### Power grid

Scale bar: 20 microns. Pins as bars on the die edge.
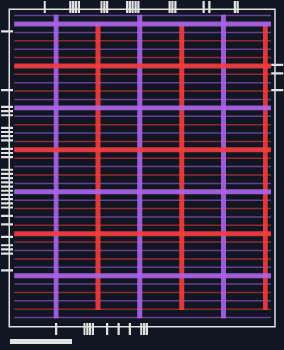
### Placement by cell class

Fill, decap, tap and diode cells in gray.
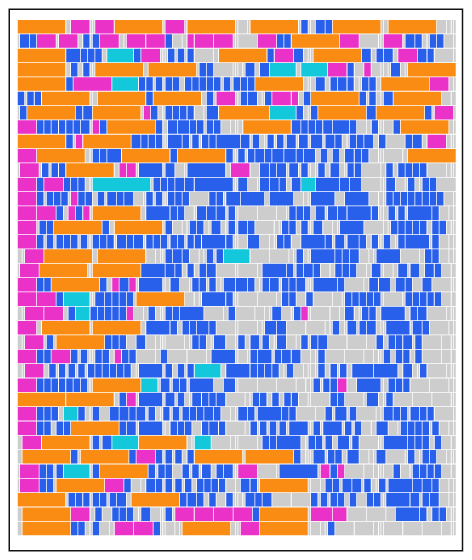
### Routed clock nets over the placement

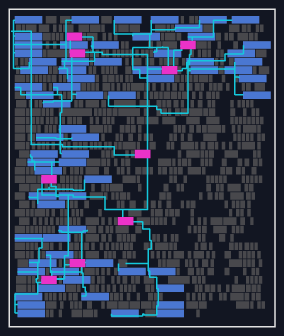
===== src/rtl/ula_pkg.sv =====
// Shared types and constants for the multi-byte ALU sequencer.
package ula_pkg;

    // Width of one ALU slice.
    localparam int ULA_BYTE_W = 8;

    // Carry lines are active-low, as on the 74181.
    localparam logic ULA_CARRY_ASSERTED = 1'b0;
    localparam logic ULA_CARRY_NONE     = 1'b1;

    // Sequencer states.
    typedef enum logic [1:0] {
        ST_IDLE = 2'd0,
        ST_EXEC = 2'd1,
        ST_DONE = 2'd2
    } ula_state_t;

endpackage : ula_pkg


===== src/rtl/ula_8_bits.sv =====
// 8-bit 74181-style ALU. Data is active-high; carry in/out are active-low.
// Arithmetic mode computes op1 + op2 + carry, where op1/op2 are the
// select-gated terms of the 74181; logic mode uses the 74181 logic table.
// Carry out always reflects the arithmetic chain, even in logic mode.
module ula_8_bits
    import ula_pkg::*;
(
    input  logic [ULA_BYTE_W-1:0] i_a,
    input  logic [ULA_BYTE_W-1:0] i_b,
    input  logic [3:0]            i_s,
    input  logic                  i_m,
    input  logic                  i_c_in,
    output logic [ULA_BYTE_W-1:0] o_f,
    output logic                  o_c_out,
    output logic                  o_a_eq_b
);

    logic [ULA_BYTE_W-1:0] w_op1;
    logic [ULA_BYTE_W-1:0] w_op2;
    logic [ULA_BYTE_W:0]   w_sum;
    logic [ULA_BYTE_W-1:0] w_logic;
    logic                  w_carry;

    // Arithmetic path: the two 74181 propagate/generate operand terms plus carry.
    always_comb begin
        w_op1   = i_a | (i_b & {ULA_BYTE_W{i_s[0]}}) | (~i_b & {ULA_BYTE_W{i_s[1]}});
        w_op2   = (i_a & ~i_b & {ULA_BYTE_W{i_s[2]}}) | (i_a & i_b & {ULA_BYTE_W{i_s[3]}});
        w_carry = (i_c_in == ULA_CARRY_ASSERTED);
        w_sum   = {1'b0, w_op1} + {1'b0, w_op2} + {{ULA_BYTE_W{1'b0}}, w_carry};
    end

    // Logic path: the sixteen bitwise functions of the 74181.
    always_comb begin
        w_logic = '0;
        case (i_s)
            4'b0000: w_logic = ~i_a;
            4'b0001: w_logic = ~(i_a | i_b);
            4'b0010: w_logic = ~i_a & i_b;
            4'b0011: w_logic = '0;
            4'b0100: w_logic = ~(i_a & i_b);
            4'b0101: w_logic = ~i_b;
            4'b0110: w_logic = i_a ^ i_b;
            4'b0111: w_logic = i_a & ~i_b;
            4'b1000: w_logic = ~i_a | i_b;
            4'b1001: w_logic = ~(i_a ^ i_b);
            4'b1010: w_logic = i_b;
            4'b1011: w_logic = i_a & i_b;
            4'b1100: w_logic = '1;
            4'b1101: w_logic = i_a | ~i_b;
            4'b1110: w_logic = i_a | i_b;
            default: w_logic = i_a;
        endcase
    end

    // Output select; A=B is the AND of all result bits, as on the 74181.
    always_comb begin
        o_f      = i_m ? w_logic : w_sum[ULA_BYTE_W-1:0];
        o_c_out  = w_sum[ULA_BYTE_W] ? ULA_CARRY_ASSERTED : ULA_CARRY_NONE;
        o_a_eq_b = &o_f;
    end

endmodule : ula_8_bits


===== src/rtl/ula_seq_exec.sv =====
// Multi-byte execution sequencer: runs one NBYTES-wide operation through a
// single 8-bit ALU, LSB byte first, chaining the active-low carry.
// Handshakes: a transfer happens on a rising clk edge where valid & ready are
// both high; a producer holds valid and its payload until that edge.
module ula_seq_exec
    import ula_pkg::*;
#(
    parameter int NBYTES = 2
) (
    input  logic                         clk,
    input  logic                         rst,
    input  logic                         cmd_valid,
    output logic                         cmd_ready,
    input  logic [ULA_BYTE_W*NBYTES-1:0] cmd_a,
    input  logic [ULA_BYTE_W*NBYTES-1:0] cmd_b,
    input  logic [3:0]                   cmd_s,
    input  logic                         cmd_m,
    input  logic                         cmd_c_in,
    output logic                         res_valid,
    input  logic                         res_ready,
    output logic [ULA_BYTE_W*NBYTES-1:0] res_f,
    output logic                         res_c_out,
    output logic                         res_a_eq_b,
    output logic                         busy
);

    localparam int W    = ULA_BYTE_W * NBYTES;
    localparam int IDXW = (NBYTES > 1) ? $clog2(NBYTES) : 1;
    localparam logic [IDXW-1:0] LAST_IDX = IDXW'(NBYTES - 1);

    ula_state_t r_state;
    ula_state_t w_next_state;

    logic [IDXW-1:0] r_idx;
    logic [W-1:0]    r_a;
    logic [W-1:0]    r_b;
    logic [3:0]      r_s;
    logic            r_m;
    logic            r_carry;
    logic            r_eq;
    logic [W-1:0]    r_work_f;

    logic            r_res_valid;
    logic [W-1:0]    r_res_f;
    logic            r_res_c_out;
    logic            r_res_eq;

    logic                  w_cmd_ready;
    logic                  w_busy;
    logic                  w_last;
    logic [ULA_BYTE_W-1:0] w_a_byte;
    logic [ULA_BYTE_W-1:0] w_b_byte;
    logic [ULA_BYTE_W-1:0] w_alu_f;
    logic                  w_alu_c_out;
    logic                  w_alu_eq;
    logic [W-1:0]          w_final_f;

    assign w_last = (r_idx == LAST_IDX);

    // Select the operand bytes for the current slice.
    always_comb begin
        w_a_byte = '0;
        w_b_byte = '0;
        for (int k = 0; k < NBYTES; k++) begin
            if (r_idx == IDXW'(k)) begin
                w_a_byte = r_a[k*ULA_BYTE_W +: ULA_BYTE_W];
                w_b_byte = r_b[k*ULA_BYTE_W +: ULA_BYTE_W];
            end
        end
    end

    // The single ALU, time-multiplexed across all bytes.
    ula_8_bits u_alu (
        .i_a      (w_a_byte),
        .i_b      (w_b_byte),
        .i_s      (r_s),
        .i_m      (r_m),
        .i_c_in   (r_carry),
        .o_f      (w_alu_f),
        .o_c_out  (w_alu_c_out),
        .o_a_eq_b (w_alu_eq)
    );

    // Working result with the current slice merged in, used on the last byte.
    always_comb begin
        w_final_f = r_work_f;
        for (int k = 0; k < NBYTES; k++) begin
            if (r_idx == IDXW'(k)) begin
                w_final_f[k*ULA_BYTE_W +: ULA_BYTE_W] = w_alu_f;
            end
        end
    end

    // State register.
    always_ff @(posedge clk or posedge rst) begin
        if (rst) begin
            r_state <= ST_IDLE;
        end else begin
            r_state <= w_next_state;
        end
    end

    // Next-state and state-decoded outputs.
    always_comb begin
        w_next_state = r_state;
        w_cmd_ready  = 1'b0;
        w_busy       = 1'b1;
        case (r_state)
            ST_IDLE: begin
                w_cmd_ready = 1'b1;
                w_busy      = 1'b0;
                if (cmd_valid) begin
                    w_next_state = ST_EXEC;
                end
            end
            ST_EXEC: begin
                if (w_last) begin
                    w_next_state = ST_DONE;
                end
            end
            ST_DONE: begin
                if (res_ready) begin
                    w_next_state = ST_IDLE;
                end
            end
            default: begin
                w_next_state = ST_IDLE;
            end
        endcase
    end

    // Datapath: command latch, per-byte accumulation and result registers.
    always_ff @(posedge clk or posedge rst) begin
        if (rst) begin
            r_idx       <= '0;
            r_a         <= '0;
            r_b         <= '0;
            r_s         <= '0;
            r_m         <= 1'b0;
            r_carry     <= 1'b0;
            r_eq        <= 1'b0;
            r_work_f    <= '0;
            r_res_valid <= 1'b0;
            r_res_f     <= '0;
            r_res_c_out <= ULA_CARRY_NONE;
            r_res_eq    <= 1'b0;
        end else begin
            case (r_state)
                ST_IDLE: begin
                    if (cmd_valid) begin
                        r_a     <= cmd_a;
                        r_b     <= cmd_b;
                        r_s     <= cmd_s;
                        r_m     <= cmd_m;
                        r_carry <= cmd_c_in;
                        r_eq    <= 1'b1;
                        r_idx   <= '0;
                    end
                end
                ST_EXEC: begin
                    for (int k = 0; k < NBYTES; k++) begin
                        if (r_idx == IDXW'(k)) begin
                            r_work_f[k*ULA_BYTE_W +: ULA_BYTE_W] <= w_alu_f;
                        end
                    end
                    r_carry <= w_alu_c_out;
                    r_eq    <= r_eq & w_alu_eq;
                    if (w_last) begin
                        r_idx       <= '0;
                        r_res_f     <= w_final_f;
                        r_res_c_out <= w_alu_c_out;
                        r_res_eq    <= r_eq & w_alu_eq;
                        r_res_valid <= 1'b1;
                    end else begin
                        r_idx <= r_idx + 1'b1;
                    end
                end
                ST_DONE: begin
                    if (res_ready) begin
                        r_res_valid <= 1'b0;
                    end
                end
                default: begin
                    r_res_valid <= 1'b0;
                end
            endcase
        end
    end

    assign cmd_ready  = w_cmd_ready;
    assign busy       = w_busy;
    assign res_valid  = r_res_valid;
    assign res_f      = r_res_f;
    assign res_c_out  = r_res_c_out;
    assign res_a_eq_b = r_res_eq;

endmodule : ula_seq_exec


===== config.mk =====
export PLATFORM = sky130hd
export DESIGN_NAME = ula_seq_exec
export DESIGN_NICKNAME = d
export VERILOG_FILES = /design/src/rtl/ula_pkg.sv /design/src/rtl/ula_8_bits.sv /design/src/rtl/ula_seq_exec.sv
export SDC_FILE = /design/constraint.sdc
export NUM_CORES = 1
export LEC_CHECK = 0
export ABC_AREA = 1
export CORE_ASPECT_RATIO = 1.2
export CORE_UTILIZATION = 60
export CTS_CLUSTER_SIZE = 10
export DETAILED_ROUTE_END_ITERATION = 6
export GPL_TIMING_DRIVEN = 0
export PLACE_DENSITY = 0.9
export SYNTH_ARGS = -nofsm -noshare
export SYNTH_HDL_FRONTEND = slang
export SYNTH_SLANG_ARGS = --single-unit
export TNS_END_PERCENT = 5

===== constraint.sdc =====
create_clock -name clk -period 6.8 [get_ports clk]
set_input_delay 1.36 -clock clk [delete_from_list [all_inputs] [get_ports clk]]
set_output_delay 1.36 -clock clk [all_outputs]
set_load 0.1 [all_outputs]

==> out/qor.yml <==
status: "finished clean"
finalClockSkew_ns: 0.0133
fin_cells: 972
cp_max_fo: 10
synth.distinct_cells: 32
post_cts_buffers: 0
die_w_microns: 85.7
worst_slack_ns: 2.96
cp-startpoint: "r_idx"
min_from: "r_b[11]"
layout_min_cycle_time_ns: 3.84
vias: 5357
wl_met1_microns: 6280
crit_arrival_ns: 4.15
utilization: 0.740
dp_worst_setup_slack_ns: 3.02
core_sq_um: 8150
wl_per_cell_microns: 16.0
ys_top_logic_family: "simple AND/OR/NAND/NOR gates"
synthesis.nets: 862
grt_pass1_vias: 5126
cp.depth: 20
clkbuf_count: 10
routed_wl_microns: 15600
taps: 114
drv_slew: 0
synthTopCellsByCount: "nand2_1, inv_1, nor2_1, dfrtp_1, o21ai_0"
cts_root_buf: "clkbuf_8"
clk_share: 0.0344
avgSynthCellArea_sq_um: 6.48
simple_gate_share: 0.351
via_per_inst: 5.51
synthAdderAreaFrac: 0.105
crit_buf_inv: 6
logic_gates: 587
r2r-start: "r_idx"
edf_count: 0
r2r_slack_ns: 2.96
antenna_left: 0
r2r-end: "res_a_eq_b"
Notes on 'Power grid' above:
[purple] VSS
[red] VDD
met4 straps: 6
signal pins: 63
rows: 36
met5 straps: 7
met1 rails: 37

Notes on 'Placement by cell class' above:
[orange] flip-flops | cells: 69 | share of their area: 29%
[blue] all other logic | cells: 688 | share of their area: 55%
[magenta] other buffers and delay cells | cells: 85 | share of their area: 13%
[cyan] clock drivers and dummy loads | cells: 16 | share of their area: 3.5%

Notes on 'Routed clock nets over the placement' above:
[blue] flip-flops | count: 69
[magenta] cells driving clock nets | count: 9
[cyan] clock wires | length: 920 microns
routed clock nets: 10

